===== config.mk =====
export PLATFORM = sky130hd
export DESIGN_NAME = instr_fetch
export DESIGN_NICKNAME = d
export VERILOG_FILES = /design/src/rtl/instr_fetch.sv
export SDC_FILE = /design/constraint.sdc
export NUM_CORES = 1
export LEC_CHECK = 0
export ABC_AREA = 1
export CAP_MARGIN = 20
export CORE_ASPECT_RATIO = 2
export CORE_UTILIZATION = 35
export DETAILED_ROUTE_END_ITERATION = 10
export PLACE_DENSITY_LB_ADDON = 0.1
export SLEW_MARGIN = 20
export SYNTH_ARGS = -nofsm -noshare
export SYNTH_HDL_FRONTEND = slang
export SYNTH_SLANG_ARGS = --single-unit

===== constraint.sdc =====
create_clock -name Clk -period 1.2 [get_ports Clk]
set_input_delay 0.24 -clock Clk [delete_from_list [all_inputs] [get_ports Clk]]
set_output_delay 0.24 -clock Clk [all_outputs]
set_load 0.03 [all_outputs]

===== src/rtl/instr_fetch.sv =====
// Instruction fetch unit: samples the PC, reads a 16-bit word over req/ack, holds cond/operand for the consumer.
// Define FETCH_TIMEOUT_EN to compile in the ack watchdog, the ERR state and Fetch_Err.
module instr_fetch #(
  parameter int unsigned TIMEOUT = 15
) (
  input  logic        Clk,
  input  logic        Rst,
  input  logic [7:0]  Addres_Instruction_Bus,
  output logic        Mem_Req,
  output logic [7:0]  Mem_Addr,
  input  logic        Mem_Ack,
  input  logic [15:0] Mem_Data,
  input  logic        Stall,
  output logic [5:0]  cond,
  output logic [7:0]  DataOut_Bus,
  output logic        Instr_Valid,
  output logic        Fetch_Err
);

  // state | meaning
  // IDLE  | sample PC into Mem_Addr, start a new fetch
  // REQ   | Mem_Req high, waiting for Mem_Ack
  // HOLD  | instruction valid, waiting for Stall=0
  // ERR   | memory never answered, parked until reset (FETCH_TIMEOUT_EN only)
`ifdef FETCH_TIMEOUT_EN
  typedef enum logic [1:0] {S_IDLE, S_REQ, S_HOLD, S_ERR} state_t;
  localparam logic [7:0] TIMEOUT_CNT = TIMEOUT[7:0];
`else
  typedef enum logic [1:0] {S_IDLE, S_REQ, S_HOLD} state_t;
  localparam int unsigned UNUSED_TIMEOUT = TIMEOUT;
`endif

  state_t      state_q, state_d;
  logic [7:0]  addr_q, addr_d;
  logic [5:0]  cond_q, cond_d;
  logic [7:0]  dout_q, dout_d;
  logic        req_q;
  logic        valid_q;
  logic        unused_rsvd;

  // Instruction bits [9:8] are reserved.
  assign unused_rsvd = ^Mem_Data[9:8];

`ifdef FETCH_TIMEOUT_EN
  logic [7:0]  cnt_q, cnt_d;
  logic        err_q;
`endif

  always_comb begin
    state_d = state_q;
    addr_d  = addr_q;
    cond_d  = cond_q;
    dout_d  = dout_q;
`ifdef FETCH_TIMEOUT_EN
    cnt_d   = cnt_q;
`endif
    case (state_q)
      S_IDLE: begin
        addr_d  = Addres_Instruction_Bus;
        state_d = S_REQ;
`ifdef FETCH_TIMEOUT_EN
        cnt_d   = 8'd0;
`endif
      end
      S_REQ: begin
        if (Mem_Ack) begin
          // A PC change while the read was in flight makes the reply stale.
          if (Addres_Instruction_Bus == addr_q) begin
            cond_d  = Mem_Data[15:10];
            dout_d  = Mem_Data[7:0];
            state_d = S_HOLD;
          end else begin
            state_d = S_IDLE;
          end
        end
`ifdef FETCH_TIMEOUT_EN
        else begin
          cnt_d = cnt_q + 8'd1;
          if (cnt_d == TIMEOUT_CNT) state_d = S_ERR;
        end
`endif
      end
      S_HOLD: begin
        if (!Stall) state_d = S_IDLE;
      end
`ifdef FETCH_TIMEOUT_EN
      S_ERR: begin
        state_d = S_ERR;
      end
`endif
      default: begin
        state_d = S_IDLE;
      end
    endcase
  end

  always_ff @(posedge Clk or posedge Rst) begin
    if (Rst) begin
      state_q <= S_IDLE;
      addr_q  <= 8'h00;
      cond_q  <= 6'd0;
      dout_q  <= 8'h00;
      req_q   <= 1'b0;
      valid_q <= 1'b0;
    end else begin
      state_q <= state_d;
      addr_q  <= addr_d;
      cond_q  <= cond_d;
      dout_q  <= dout_d;
      req_q   <= (state_d == S_REQ);
      valid_q <= (state_d == S_HOLD);
    end
  end

`ifdef FETCH_TIMEOUT_EN
  always_ff @(posedge Clk or posedge Rst) begin
    if (Rst) begin
      cnt_q <= 8'd0;
      err_q <= 1'b0;
    end else begin
      cnt_q <= cnt_d;
      err_q <= (state_d == S_ERR);
    end
  end

  assign Fetch_Err = err_q;
`else
  assign Fetch_Err = 1'b0;
`endif

  assign Mem_Req     = req_q;
  assign Mem_Addr    = addr_q;
  assign cond        = cond_q;
  assign DataOut_Bus = dout_q;
  assign Instr_Valid = valid_q;

endmodule


==> CHANGELOG.md, run 1 <==
### Changed

- R2r setup slk: -0.08 ns
- Met3 Routed Length: 159 um
- DRC viols: 4
- Met1 WL: 1.07 mm
- #MultiIn Comb: 99
- Flop pwr share: approximately two fifths
- Largest net degree at the start of global routing: 27
- Bufs w/o clock: 67
- Switching pwr: just under 0.9 mW
- Synth Area in Adders: 0%
- GRT Util Overall: 16.8%
- Worst Setup SP: Mem_Addr[0]
- Startpoint Class: flop
- Flop count: 26
- Worst hold margin: 0.267 ns
- Failing checks: DRC, setup timing
- Vias: 1149
- Post-DRT Antenna Nets: 0
- Layout area overhead: 63.2%
- Levels on crit path: 6
- CTS tree: done
- Top cells by area: dfrtp_1, nand2_1, nand3_1
- Ao+oa area frac: 2.81%
- Worst Skew: 0.00219 ns
- Worst path cell trace: xnor2_2 -> inv_1 -> nor2_4 -> nand3_4 -> nand2_1 -> nand2_1
- Crit path DAT: between 1 and 1.5 ns
- Clock-net power: 0.561 mW
- EDFF count, synth: 0
- Most frequent cell after synthesis: nand2_1
- Logic pwr share: 36.2%
- Crit path largest cell delay: between 0.4 and 0.5 ns
- Basic Gates by Area: 32.6%
- CTS max path bufs: 2
- Layout clock buffer count: 4
- CP endpoint: DataOut_Bus[2]
- CP required: 1.36 ns
- Layout Nets: 241
- Commonest flop: dfrtp_1
- Unique cell types: 23
- Hold Crit Class: in2reg
- CP max stage cell: dfrtp_2
- Pleak: 1.06 nW
- Non-clk invs: 16
- CTS H-tree depth: 1
- Synth mux share: 1.81%
- Root Buffer: clkbuf_8
- Clk tree area frac: 2.71%
- Clock Latency Late Sink: about 0.27 ns
- Tool warnings: 31
- P_int: 1.68 mW
- Cell family with most CP delay: simple AND/OR/NAND/NOR gates
- Vias in the first global route: 1103
- Status: complete, but fails checks
- GR Overflow Total: 0
- Critical path fanouts, max: 8
- Total power: 2.55 mW
- Number of placed instances, taps included: approximately 230
- P per Cell Area: 1250 nW/um^2
- Max-slew violations: 0
- # setup viols final: 14
- Met2 wire length: 1.75 mm
- Die H: 86.4 um
- First-pass GRT wire length: between 4 and 5 mm
- Final worst slack: -0.0822 ns
- Hold endpoint: Mem_Addr[7]
- GR peak layer: met2
- Antenna diode count: 0
- Gp weighted congestion: about 0.75
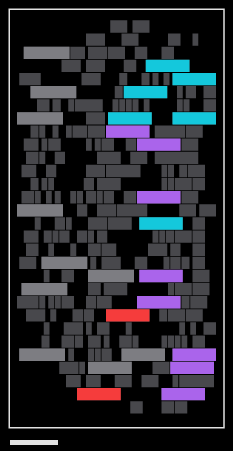
(run_1/registers.png)
Bar = 10 um. Other sequential cells in the stronger grey, the rest of the logic in the fainter grey.
| colour | name in the netlist | flops |
|---|---|---|
| red | `state_q` | 2 |
| purple | `DataOut_Bus` | 8 |
| cyan | `cond` | 6 |
sequential share of cell area: 32.5%
Sequential Power: 1.07 mW
FF/Latch Area: 661 um^2
final core occ: 60.2%

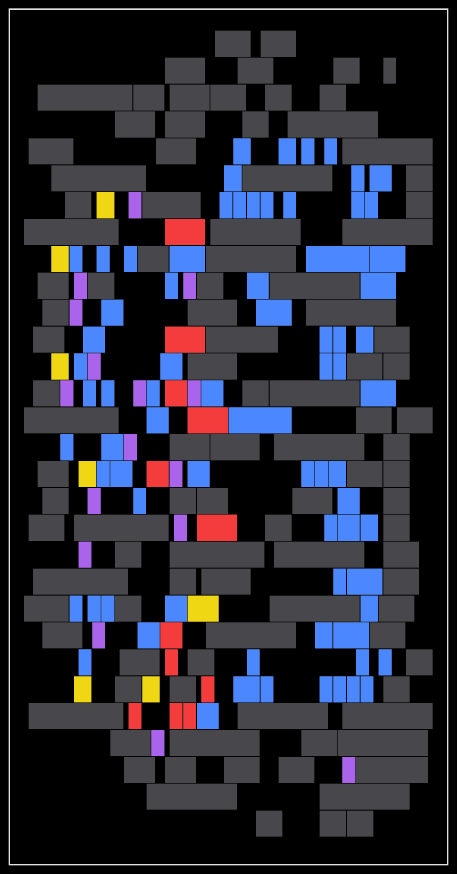
(run_1/gate_families.png)
| colour | family | cells | most used |
|---|---|---|---|
| yellow | inverting AOI/OAI gates | 7 | o21ai_0 |
| blue | NAND gates | 74 | nand2_1 |
| red | NOR gates | 12 | nor2_1 |
| purple | inverters | 16 | inv_1 |
final instance count without filler cells: 244
Commonest Layout Cell: nand2_1
combinational share of cell area: 28.6%

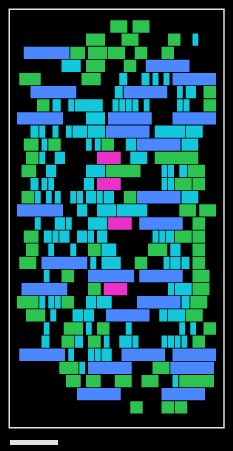
(run_1/cell_classes.png)
Bar = 10 um.
| colour | class | cells | share of their area |
|---|---|---|---|
| magenta | clock drivers and dummy loads | 4 | 2.8% |
| blue | flip-flops | 26 | 33% |
| cyan | all other logic | 115 | 32% |
| green | other buffers and delay cells | 67 | 32% |
Core Region: 3380 um^2
post-route cell area: 2030 um^2

==> run 2, diff against run 1 <==
--- a/config.mk
+++ b/config.mk
@@ -10,6 +10,7 @@
 export CORE_ASPECT_RATIO = 2
 export CORE_UTILIZATION = 35
 export DETAILED_ROUTE_END_ITERATION = 10
+export GPL_ROUTABILITY_DRIVEN = 0
 export PLACE_DENSITY_LB_ADDON = 0.1
 export SLEW_MARGIN = 20
 export SYNTH_ARGS = -nofsm -noshare
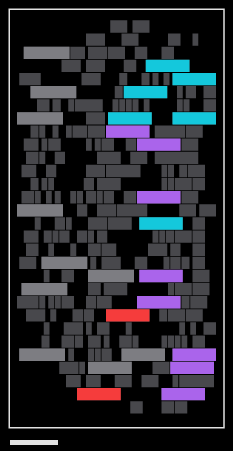
(run_2/registers.png)
Bar = 10 um. Other sequential cells in the stronger grey, the rest of the logic in the fainter grey.
| colour | name in the netlist | flops |
|---|---|---|
| cyan | `cond` | 6 |
| purple | `DataOut_Bus` | 8 |
| red | `state_q` | 2 |
not coloured: 10

==> CHANGELOG.md, run 2 <==
### Changed

- CP endpoint: DataOut_Bus[2] (unchanged)
- Basic Gates by Area: 32.6% (unchanged)
- Switching pwr: 0.864 mW (unchanged)
- Unique cell types: 23 (unchanged)
- Startpoint Class: flop (unchanged)
- Flop count: 26 (unchanged)
- CTS H-tree depth: 1 (unchanged)
- Main logic family: simple AND/OR/NAND/NOR gates (unchanged)
- MI comb area: 582 um^2 (unchanged)
- CTS max path bufs: 2 (unchanged)
- Combinational share of cell area: 28.6% (unchanged)
- Post-route cell area: 2030 um^2 (unchanged)
- Pleak: 1.06 nW (unchanged)
- CTS tree: done (unchanged)
- Core Region: 3380 um^2 (unchanged)
- Status: complete, but fails checks (unchanged)
- #MultiIn Comb: 99 (unchanged)
- Layout clock buffer count: 4 (unchanged)
- EDFF count, synth: 0 (unchanged)
- DRC viols: 4 (unchanged)
- Clk tree area frac: 2.71% (unchanged)
- FF/Latch Area: 661 um^2 (unchanged)
- Worst path cell trace: xnor2_2 -> inv_1 -> nor2_4 -> nand3_4 -> nand2_1 -> nand2_1 (unchanged)
- GRT Util Overall: 16.8% (unchanged)
- Vias in the first global route: 1103 (unchanged)
- P per Cell Area: 1250 nW/um^2 (unchanged)
- Antenna diode count: 0 (unchanged)
- Sum Neg Setup Slack: -0.974 ns (unchanged)
- Root Buffer: clkbuf_8 (unchanged)
- R2R Path Start: Mem_Addr[0] (unchanged)
- GR Overflow Total: 0 (unchanged)
- P_int: 1.68 mW (unchanged)
- Final worst slack: -0.0822 ns (unchanged)
- Top cells by area: dfrtp_1, nand2_1, nand3_1 (unchanged)
- Met3 Routed Length: 159 um (unchanged)
- Commonest Layout Cell: nand2_1 (unchanged)
- Worst Setup SP: Mem_Addr[0] (unchanged)
- Synth warn: 0 (unchanged)
- Met2 wire length: 1.75 mm (unchanged)
- Failing checks: DRC, setup timing (unchanged)
- Largest net degree at the start of global routing: 27 (unchanged)
- CP max stage cell: dfrtp_2 (unchanged)
- Num rows: 30 (unchanged)
- Leading area contributor after synthesis: dfrtp_1 (unchanged)
- Worst hold margin: 0.267 ns (unchanged)
- Synth mux share: 1.81% (unchanged)
- Critical path fanouts, max: 8 (unchanged)
- Hold Crit Class: in2reg (unchanged)
- Clock share of power: 22.0% (about the same)
- Final core occ: 60.2% (unchanged)
- Sequential share of cell area: 32.5% (unchanged)
- Highest-power group: registers (unchanged)
- Final instance count without filler cells: 244 (unchanged)
- Hold Path Depth: 3 (unchanged)
- Met1 WL: 1.07 mm (unchanged)
- Hold Vio Cnt, Final: 0 (unchanged)
- Sequential Power: 1.07 mW (about the same)
- Ao+oa area frac: 2.81% (unchanged)
- Tool warnings: 31 (unchanged)
- R2R depth: 6 (unchanged)
- Die H: 86.4 um (unchanged)
- Hold endpoint: Mem_Addr[7] (unchanged)
- Flop pwr share: 41.8% (about the same)
- N_taps: 32 (unchanged)
- Non-clk buf share: 31.3% (unchanged)
- Levels on crit path: 6 (unchanged)
- Total power: 2.55 mW (unchanged)
- Commonest flop: dfrtp_1 (unchanged)
- Synth Area in Adders: 0% (unchanged)
- Crit path largest cell delay: 0.44 ns (about the same)
- R2r setup slk: -0.08 ns (about the same)
- Crit path DAT: 1.45 ns (about the same)
- Logic pwr share: 36.2% (about the same)
- Vias: 1149 (unchanged)
- Layout Nets: 241 (unchanged)
- CP required: 1.36 ns (about the same)
- Cell family with most CP delay: simple AND/OR/NAND/NOR gates (unchanged)
- Post-DRT Antenna Nets: 0 (unchanged)
- Avg Vias per Cell: 4.71 (unchanged)
- First-pass GRT wire length: 4.79 mm (unchanged)
- Most frequent cell after synthesis: nand2_1 (unchanged)
- Clock Latency Late Sink: 0.27 ns (about the same)
- Worst Skew: 0.00219 ns (unchanged)
- GR peak layer: met2 (unchanged)
- # setup viols final: 14 (unchanged)
- Number of placed instances, taps included: 234 (unchanged)
- Max-slew violations: 0 (unchanged)
- Clock-net power: 0.561 mW (about the same)
- Layout area overhead: 63.2% (unchanged)
- Bufs w/o clock: 67 (unchanged)
==> run_2/final_congestion.png <==
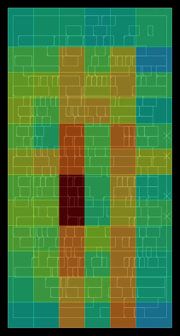

==> run 3, diff against run 2 <==
--- a/config.mk
+++ b/config.mk
@@ -11,6 +11,7 @@
 export CORE_UTILIZATION = 35
 export DETAILED_ROUTE_END_ITERATION = 10
 export GPL_ROUTABILITY_DRIVEN = 0
+export MAX_ROUTING_LAYER = met4
 export PLACE_DENSITY_LB_ADDON = 0.1
 export SLEW_MARGIN = 20
 export SYNTH_ARGS = -nofsm -noshare
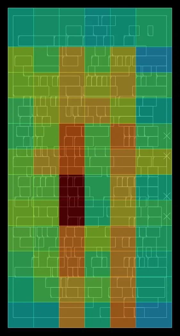
(run_3/final_congestion.png)
GRT Util Overall: 17.3%
met2 Resource Use GR: 31.8%
GR peak layer: met2

==> CHANGELOG.md, run 3 <==
### Changed

- Status: complete, but fails checks (unchanged)
- Failing checks: DRC, setup timing (unchanged)
- Highest-power group: registers (unchanged)
- Final instance count without filler cells: 244 (unchanged)
- # setup viols final: 14 (unchanged)
- Largest net degree at the start of global routing: 27 (unchanged)
- Worst Setup SP: Mem_Addr[0] (unchanged)
- Non-clk buf share: 31.3% (unchanged)
- Hold Vio Cnt, Final: 0 (unchanged)
- Final worst slack: -0.0823 ns (was -0.0822 ns)
- Post-DRT Antenna Nets: 0 (unchanged)
- Max-slew violations: 0 (unchanged)
- MI comb area: 582 um^2 (unchanged)
- Vias: 1150 (was 1149)
- Layout Nets: 241 (unchanged)
- Sequential share of cell area: 32.5% (unchanged)
- Met1 WL: 1.07 mm (about the same)
- Ao+oa area frac: 2.81% (unchanged)
- First-pass GRT wire length: 4.80 mm (was 4.79 mm)
- Pleak: 1.06 nW (unchanged)
- Flop count: 26 (unchanged)
- CTS H-tree depth: 1 (unchanged)
- FF/Latch Area: 661 um^2 (unchanged)
- Clk tree area frac: 2.71% (unchanged)
- Num rows: 30 (unchanged)
- Flop pwr share: 41.8% (about the same)
- Layout area overhead: 63.2% (unchanged)
- Non-clk invs: 16 (unchanged)
- Crit path DAT: 1.45 ns (about the same)
- Met2 wire length: 1.75 mm (about the same)
- Switching pwr: 0.865 mW (was 0.864 mW)
- Worst Skew: 0.00190 ns (was 0.00219 ns)
- CP endpoint: DataOut_Bus[2] (unchanged)
- Root Buffer: clkbuf_8 (unchanged)
- CTS max path bufs: 2 (unchanged)
- R2R Path Start: Mem_Addr[0] (unchanged)
- Clock-net power: 0.561 mW (about the same)
- Critical path fanouts, max: 8 (unchanged)
- Vias in the first global route: 1103 (unchanged)
- Core Region: 3380 um^2 (unchanged)
- Tool warnings: 31 (unchanged)
- N_taps: 32 (unchanged)
- Startpoint Class: flop (unchanged)
- Final core occ: 60.2% (unchanged)
- Hold Path Depth: 3 (unchanged)
- Layout clock buffer count: 4 (unchanged)
- Unique cell types: 23 (unchanged)
- Logic pwr share: 36.1% (was 36.2%)
- EDFF count, synth: 0 (unchanged)
- Antenna diode count: 0 (unchanged)
- Bufs w/o clock: 67 (unchanged)
- CP required: 1.36 ns (about the same)
- Synth mux share: 1.81% (unchanged)
- Synth warn: 0 (unchanged)
- Sequential Power: 1.07 mW (about the same)
- Main logic family: simple AND/OR/NAND/NOR gates (unchanged)
- DRC viols: 4 (unchanged)
- Met3 Routed Length: 159 um (unchanged)
- Cell family with most CP delay: simple AND/OR/NAND/NOR gates (unchanged)
- Top cells by area: dfrtp_1, nand2_1, nand3_1 (unchanged)
- CTS tree: done (unchanged)
Power is estimated from default activity; no workload was simulated.
